File: config.mk
export PLATFORM = sky130hd
export DESIGN_NAME = prim_assembly
export DESIGN_NICKNAME = d
export VERILOG_FILES = /design/src/rtl/prim_assembly.sv
export SDC_FILE = /design/constraint.sdc
export NUM_CORES = 1
export LEC_CHECK = 0
export ABC_AREA = 1
export CORE_AREA = 2 2 277 279
export CTS_CLUSTER_DIAMETER = 80
export DETAILED_ROUTE_END_ITERATION = 10
export DIE_AREA = 0 0 279 281
export PLACE_DENSITY = 0.74
export SLEW_MARGIN = 20
export SYNTH_ARGS = -nofsm -noshare
export SYNTH_HDL_FRONTEND = slang
export SYNTH_SLANG_ARGS = --single-unit
File: constraint.sdc
create_clock -name CLK -period 17.3 [get_ports CLK]
set_clock_uncertainty 0.1 [all_clocks]
set_input_delay 3.46 -clock CLK [delete_from_list [all_inputs] [get_ports CLK]]
set_output_delay 3.46 -clock CLK [all_outputs]
set_load 0.01 [all_outputs]
File: src/rtl/prim_assembly.sv
// Primitive assembly: groups decoded vertices into points/lines/triangles and
// queues them in a small FIFO toward the rasterizer, stalling the decoder when full.
module prim_assembly #(
    parameter int unsigned DEPTH = 4
) (
    input  logic        CLK,
    input  logic        RESET_N,
    input  logic [63:0] Vertex,
    input  logic        NewVertex,
    input  logic        StartPrimitive,
    input  logic [3:0]  PrimitiveType,
    input  logic        EndPrimitive,
    input  logic        Draw,
    output logic        Stall,
    output logic        PrimValid,
    input  logic        PrimReady,
    output logic [3:0]  PrimType,
    output logic [63:0] PrimV0,
    output logic [63:0] PrimV1,
    output logic [63:0] PrimV2,
    output logic        Error
);

    localparam int unsigned PtrW = $clog2(DEPTH);
    localparam int unsigned CntW = PtrW + 1;
    localparam logic [CntW-1:0] CntFull = CntW'(DEPTH);

    localparam logic [3:0] TypePoints   = 4'h0;
    localparam logic [3:0] TypeLines    = 4'h1;
    localparam logic [3:0] TypeTris     = 4'h2;
    localparam logic [3:0] TypeTriStrip = 4'h3;
    localparam logic [3:0] TypeMarker   = 4'hF;

    typedef enum logic [0:0] {StIdle, StCollect} state_e;

    state_e          state_q, state_d;
    logic [3:0]      type_q, type_d;
    logic [63:0]     a_q, a_d, b_q, b_d;
    logic [1:0]      vcnt_q, vcnt_d;
    logic            parity_q, parity_d;
    logic            err_q, err_d;

    logic [195:0]    mem_q [DEPTH];
    logic [PtrW-1:0] wr_ptr_q, wr_ptr_d, rd_ptr_q, rd_ptr_d;
    logic [CntW-1:0] cnt_q, cnt_d;

    logic            accept, push, pop;
    logic [195:0]    push_data, head;

    function automatic logic [195:0] entry(input logic [3:0] t, input logic [63:0] v0,
                                           input logic [63:0] v1, input logic [63:0] v2);
        return {t, v2, v1, v0};
    endfunction

    assign Stall     = (cnt_q == CntFull);
    assign PrimValid = (cnt_q != '0);
    assign accept    = ~Stall;
    assign pop       = PrimValid & PrimReady;
    assign Error     = err_q;

    assign head     = PrimValid ? mem_q[rd_ptr_q] : '0;
    assign PrimType = head[195:192];
    assign PrimV2   = head[191:128];
    assign PrimV1   = head[127:64];
    assign PrimV0   = head[63:0];

    // Assembly FSM; only the highest-priority pulse of an accepted cycle is acted on.
    always_comb begin
        state_d   = state_q;
        type_d    = type_q;
        a_d       = a_q;
        b_d       = b_q;
        vcnt_d    = vcnt_q;
        parity_d  = parity_q;
        err_d     = 1'b0;
        push      = 1'b0;
        push_data = '0;
        if (accept) begin
            if (StartPrimitive) begin
                err_d    = (state_q == StCollect) && (vcnt_q != 2'd0);
                state_d  = StCollect;
                type_d   = PrimitiveType;
                vcnt_d   = 2'd0;
                parity_d = 1'b0;
                a_d      = '0;
                b_d      = '0;
            end else if (EndPrimitive) begin
                if (state_q == StCollect) begin
                    state_d = StIdle;
                    // A strip with two or more vertices is a complete primitive.
                    err_d   = (type_q == TypeTriStrip) ? (vcnt_q == 2'd1) : (vcnt_q != 2'd0);
                end
            end else if (Draw) begin
                push      = 1'b1;
                push_data = entry(TypeMarker, '0, '0, '0);
            end else if (NewVertex) begin
                if (state_q == StIdle) begin
                    err_d = 1'b1;
                end else begin
                    unique case (type_q)
                        TypePoints: begin
                            push      = 1'b1;
                            push_data = entry(TypePoints, Vertex, '0, '0);
                        end
                        TypeLines: begin
                            if (vcnt_q == 2'd0) begin
                                a_d    = Vertex;
                                vcnt_d = 2'd1;
                            end else begin
                                push      = 1'b1;
                                push_data = entry(TypeLines, a_q, Vertex, '0);
                                vcnt_d    = 2'd0;
                            end
                        end
                        TypeTris: begin
                            if (vcnt_q == 2'd0) begin
                                a_d    = Vertex;
                                vcnt_d = 2'd1;
                            end else if (vcnt_q == 2'd1) begin
                                b_d    = Vertex;
                                vcnt_d = 2'd2;
                            end else begin
                                push      = 1'b1;
                                push_data = entry(TypeTris, a_q, b_q, Vertex);
                                vcnt_d    = 2'd0;
                            end
                        end
                        TypeTriStrip: begin
                            if (vcnt_q == 2'd0) begin
                                a_d    = Vertex;
                                vcnt_d = 2'd1;
                            end else if (vcnt_q == 2'd1) begin
                                b_d    = Vertex;
                                vcnt_d = 2'd2;
                            end else begin
                                // Swap the first two slots on odd triangles to keep winding.
                                push      = 1'b1;
                                push_data = parity_q ? entry(TypeTris, b_q, a_q, Vertex)
                                                     : entry(TypeTris, a_q, b_q, Vertex);
                                a_d       = b_q;
                                b_d       = Vertex;
                                parity_d  = ~parity_q;
                            end
                        end
                        default: err_d = 1'b1;
                    endcase
                end
            end
        end
    end

    always_comb begin
        wr_ptr_d = wr_ptr_q;
        rd_ptr_d = rd_ptr_q;
        cnt_d    = cnt_q;
        if (push) begin
            wr_ptr_d = wr_ptr_q + 1'b1;
        end
        if (pop) begin
            rd_ptr_d = rd_ptr_q + 1'b1;
        end
        if (push && !pop) begin
            cnt_d = cnt_q + 1'b1;
        end else if (pop && !push) begin
            cnt_d = cnt_q - 1'b1;
        end
    end

    always_ff @(posedge CLK) begin
        if (!RESET_N) begin
            state_q  <= StIdle;
            type_q   <= 4'h0;
            a_q      <= '0;
            b_q      <= '0;
            vcnt_q   <= 2'd0;
            parity_q <= 1'b0;
            err_q    <= 1'b0;
            wr_ptr_q <= '0;
            rd_ptr_q <= '0;
            cnt_q    <= '0;
        end else begin
            state_q  <= state_d;
            type_q   <= type_d;
            a_q      <= a_d;
            b_q      <= b_d;
            vcnt_q   <= vcnt_d;
            parity_q <= parity_d;
            err_q    <= err_d;
            wr_ptr_q <= wr_ptr_d;
            rd_ptr_q <= rd_ptr_d;
            cnt_q    <= cnt_d;
        end
    end

    // Storage needs no reset: the head is masked whenever the count is zero.
    always_ff @(posedge CLK) begin
        if (RESET_N && push) begin
            mem_q[wr_ptr_q] <= push_data;
        end
    end

endmodule
==> CHANGELOG.md, run 1 <==
### Changed

- Top delay family on crit path: buffers and inverters
- Estimated wirelength of the detail-placed design: 71,200 um
- R2r startpoint: vcnt_q[1]
- Status: complete, no violations
- Max reg flops: 780
- Synth area leader: edfxtp_1
- Final Wtd Congestion: 0.883
- Die y size: 281 um
- Synth top cells by count: nor2_1 (1,072), edfxtp_1 (780), nand2_1 (610)
- DR WL met2: 55,300 um
- Max H-tree Level: 3
- Num Clock Sinks: 926
- Remaining Overflow, GRT: 0
- Worst-Margin Slew: 1.16 ns
- CTS resizes: 0
- Top Consumer: registers
- Number of non-clock buffers: 315
- Top layer in use: met5
- Comb area share: 27.1%
- Buffer share of cell area: 6.46%
- VDD IR max: 0.112 mV
- R2R depth: 9
- Logic gate share of total power: 32.7%
- CP Launch Type: register
- Initial antenna violation count: 8
- Seq pwr share: 37.5%
- HP Start: rd_ptr_q[1]
- First-pass GRT wire length: 178,000 um
- CP Capture Point: PrimType[0]
- Area contributors post-synth: edfxtp_1 (57%), nor2_1 (9.8%), dfxtp_1 (7.1%)
- Drt wl/cell: 22.2 um
- Chip area: 78,400 um2
- Post-layout total power: 0.00688 W
- Top Registers: mem_q: 780 flops, a_q: 64 flops, b_q: 64 flops
- XOR Share, Synth: 0%
- Core ar.: 75,400 um2
- Adder Area Share: 0.201%
- Tap cells: 978
- Top-count cell post-synth: nor2_1
- Hold Fails Final Rpt: 0
- Seq. pwr: 0.00258 W
- Cell count listed in synth_stat.txt: 4,241
- Dominant comb cell: simple AND/OR/NAND/NOR gates
- Max FO, Critical Path: 76
- Top-area cell share: 57.1%
- Switch share: 34.0%
- Clock-cell share: 6.58%
- Flop share of the area: 55.8%
- Hold WC Path Type: reg2reg
- Floorplan Nets: 4,322
- Max-slew headroom: 23.0%
- Clk buf depth: 3
- Pwr dens: 146 nW/um2
- Net Switching: 0.00234 W
- Max Cap Violations: 0
- Flop-to-flop setup slack: 12.81 ns
- Clock transition at path regs: 0.06 ns
- Final Cell Area: 47,200 um2
- Top FF cell, synth: edfxtp_1
- Rows: 101
- Pins over their slew limit: 0
- Initial DRC count: 3,400
- Leak: 17.3 nW
- Crit path DAT: 4.44 ns
- R2R Path End: mem_q[3][86]
- Highest-delay cell along the critical path: buf_4
- Chip width: 279 um
- Root buf cell: clkbuf_16
- #FFs+latches synth: 926
- Comb. pwr: 0.00225 W
- Largest net degree at the start of global routing: 170
- Period minus WS final: 8.00 ns
run_1/m4.png
Scale bar: 100 um.
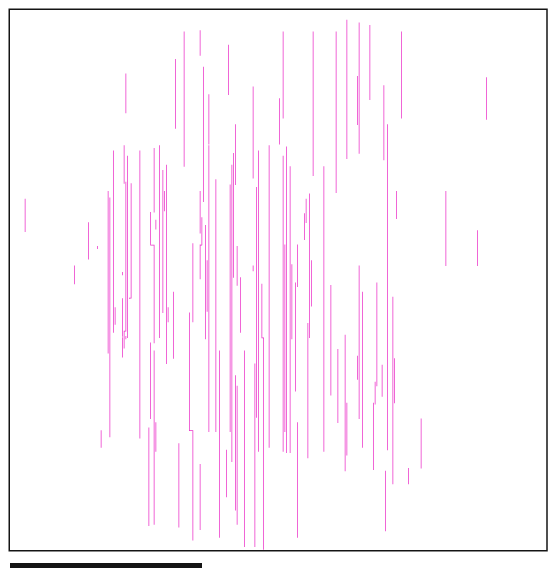
share of all routed wire: 5.3%
wire length on this layer: 6,400 um
longest straight run: 169 um
via count: 31,580
DRT Wirelength: 120,000 um

run_1/congestion_map.png
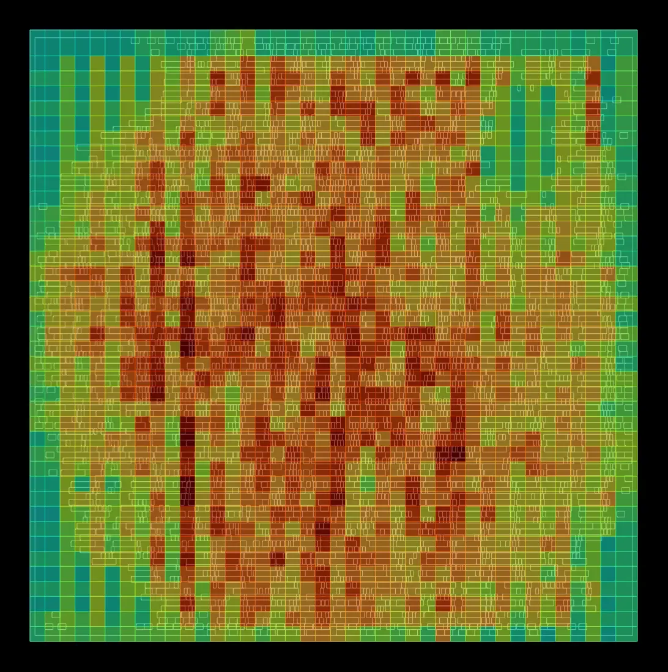
met3 GRT Util: 5.21%
GR peak layer: met2
grt met2 use: 47.2%
Finished Core Util: 62.6%

run_1/layers.png
Two of the layers only.
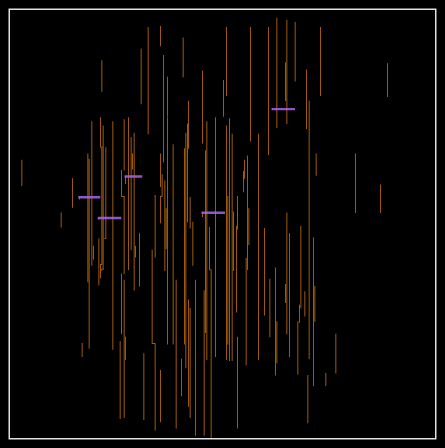
| layer | color | wire length |
|---|---|---|
| M4 | orange | 6,400 um |
| M5 | purple | 64.4 um |

==> inputs of run 2 (changes only) <==
--- a/config.mk
+++ b/config.mk
@@ -6,11 +6,11 @@
 export NUM_CORES = 1
 export LEC_CHECK = 0
 export ABC_AREA = 1
-export CORE_AREA = 2 2 277 279
+export CORE_AREA = 2 2 279 281
 export CTS_CLUSTER_DIAMETER = 80
 export DETAILED_ROUTE_END_ITERATION = 10
-export DIE_AREA = 0 0 279 281
-export PLACE_DENSITY = 0.74
+export DIE_AREA = 0 0 281 283
+export PLACE_DENSITY = 0.76
 export SLEW_MARGIN = 20
 export SYNTH_ARGS = -nofsm -noshare
 export SYNTH_HDL_FRONTEND = slang
==> constraint.sdc (replaced) <==
create_clock -name CLK -period 6.97 [get_ports CLK]
set_clock_uncertainty 0.1 [all_clocks]
set_input_delay 1.394 -clock CLK [delete_from_list [all_inputs] [get_ports CLK]]
set_output_delay 1.394 -clock CLK [all_outputs]
set_load 0.01 [all_outputs]
run_2/congestion_map.png
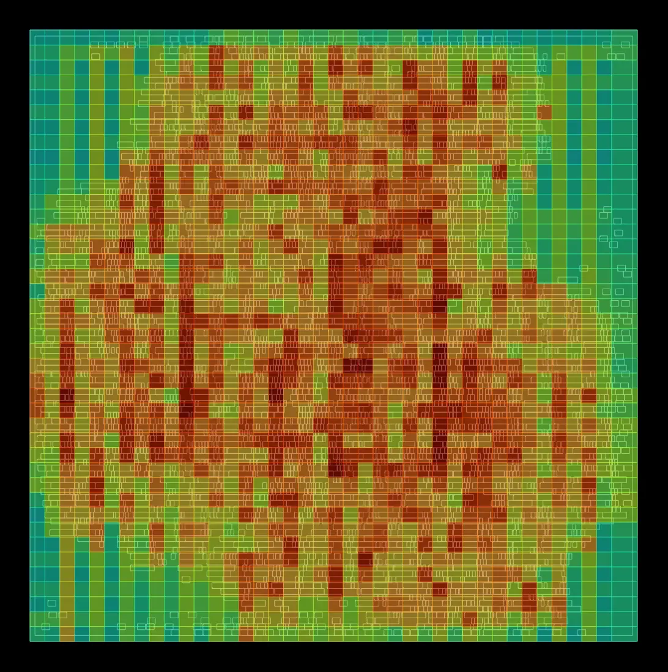
GR Util met1: 39.7%
grt met2 use: 47.5%
drt wl/cell: 22.2 um

run_2/layers.png
Two of the layers only.
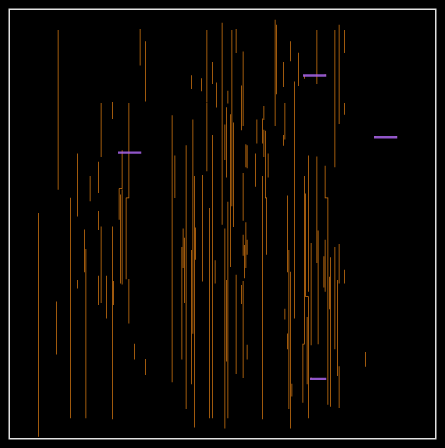
via count: 31,864
DRT Wirelength: 122,000 um

==> CHANGELOG.md, run 2 <==
### Changed

- Hold WC Path Type: reg2reg
- Tap cells: 1,040 (+6.3%)
- CP cell instances: buf_4 -> nor2_1 -> nor2_1 -> o21ai_0 -> a21oi_1 -> clkdlybuf4s50_1
- Synth area leader: edfxtp_1
- Pwr dens: 367 nW/um2 (+150%)
- Met3 GRT Util: 5.86% (+0.65 points)
- PortBufs: 273
- Worst Path Class, Setup: reg2out
- Chip area: 79,500 um2 (+1.4%)
- Comb. pwr: 0.00597 W (+170%)
- Finished Core Util: 62.1% (-0.55 points)
- Final Wtd Congestion: 0.890 (+0.78%)
- Max-slew headroom: 21.3% (-1.7 points)
- Logic gate share of total power: 34.2% (+1.5 points)
- Placed cells: 5,316
- Area contributors post-synth: edfxtp_1 (57%), nor2_1 (9.8%), dfxtp_1 (7.1%)
- Max reg flops: 780 (unchanged)
- Post-Synthesis Cells: 4,241
- Leak: 17.4 nW (+0.70%)
- Basic Gates by Area: 18.1%
- Adder Area Share: 0.201% (unchanged)
- Rows: 102 (+0.99%)
- Synth Cell Area: 41,000 um2
- Final Cell Area: 47,600 um2 (+0.77%)
- Top Consumer: registers
- Power Clock: 0.00507 W
- Num Clock Sinks: 926 (unchanged)
- Highest-delay cell along the critical path: buf_4
- Max Cap Violations: 0 (unchanged)
- Top-area cell share: 57.1% (unchanged)
- Comb area: 12,800 um2
- Clock transition at path regs: 0.06 ns (about the same)
- GR peak layer: met2
- Core ar.: 76,700 um2 (+1.7%)
- Crit path DAT: 4.07 ns (-0.37 ns)
- Number of non-clock buffers: 332 (+5.4%)
- Final non-filler cell total: 5,490
- Initial antenna violation count: 8 (unchanged)
- #FFs+latches synth: 926 (unchanged)
- VDD IR max: 0.441 mV (+290%)
- Top delay family on crit path: buffers and inverters
- Net Switching: 0.00619 W (+170%)
- R2r startpoint: vcnt_q[1]
- Chip width: 281 um (+0.72%)
- Flop share of the area: 55.4% (-0.43 points)
- Post-layout total power: 0.0175 W (+150%)
- Largest net degree at the start of global routing: 177 (+4.1%)
- Share of cells above drive strength 1: 6.61%
- XOR Share, Synth: 0% (unchanged)
- Floorplan Nets: 4,322 (unchanged)
- First-pass GRT wire length: 181,000 um (+1.8%)
- WL met1: 46,000 um
- CP Launch Type: register
- Flop-to-flop setup slack: 2.81 ns (-10.00 ns)
- Status: complete, no violations
- Remaining Overflow, GRT: 0 (unchanged)
- Yosys warning total: 0
- CP Capture Point: PrimV2[3]
- Period minus WS final: 5.57 ns
- Switch share: 35.5% (+1.5 points)
- Most frequent cells in the layout: nor2_1 (1,067), edfxtp_1 (780), nand2_1 (607)
- Max H-tree Level: 3 (unchanged)
- Async SR Flop Fraction: 0%
- CTS resizes: 0 (unchanged)
- Register area: 26,400 um2
- Root buf cell: clkbuf_16
- Avg Cell Area, Syn: 9.67 um2
- Top FF cell, synth: edfxtp_1
- Compound-Gate Fraction of Synth Area: 11.1%
- Cell count listed in synth_stat.txt: 4,241 (unchanged)
- Top layer in use: met5
- Dominant comb cell: simple AND/OR/NAND/NOR gates
- Setup bufs post-CTS: 0
- Crit share post-route: 79.9%
- Top-count cell post-synth: nor2_1
- Hold Fails Final Rpt: 0 (unchanged)
- Top cell excl fill/tap: nor2_1
- R2R depth: 9 (unchanged)
- Comb area share: 26.9% (-0.21 points)
- Top Registers: mem_q: 780 flops, a_q: 64 flops, b_q: 64 flops
- Tool Warnings: 42
- DR WL met2: 57,200 um (+3.5%)
- Vias in the first global route: 29,620
- R2R Path End: mem_q[3][14]
- Final setup fails: 0
- Element type at the critical path end: output port
- Estimated wirelength of the detail-placed design: 74,700 um (+4.9%)
- Clock power frac: 29.1%
- Pre-Repair DR Iteration Count: 6
- Die y size: 283 um (+0.71%)
- WP depth: 6
- Combinational gates: 2,845
- Max FO, Critical Path: 89 (+17%)
- Buffer share of cell area: 7.01% (+0.55 points)
- Pins over their slew limit: 0 (unchanged)
- Synth top cells by count: nor2_1 (1,072), edfxtp_1 (780), nand2_1 (610)
- HP Start: rd_ptr_q[1]
- Clock-cell share: 6.56% (-0.019 points)
- Clk buf depth: 3 (unchanged)
- Initial DRC count: 4,208 (+24%)
- Seq pwr share: 36.7% (-0.8 points)
- Worst-Margin Slew: 1.18 ns (+0.0252 ns)
- P_int: 0.0113 W
- Worst Hold Depth: 2
- Total CTS buffers: 93
- Invs w/o clock: 173
- Seq. pwr: 0.00641 W (+150%)
Power is estimated from default activity; no workload was simulated.
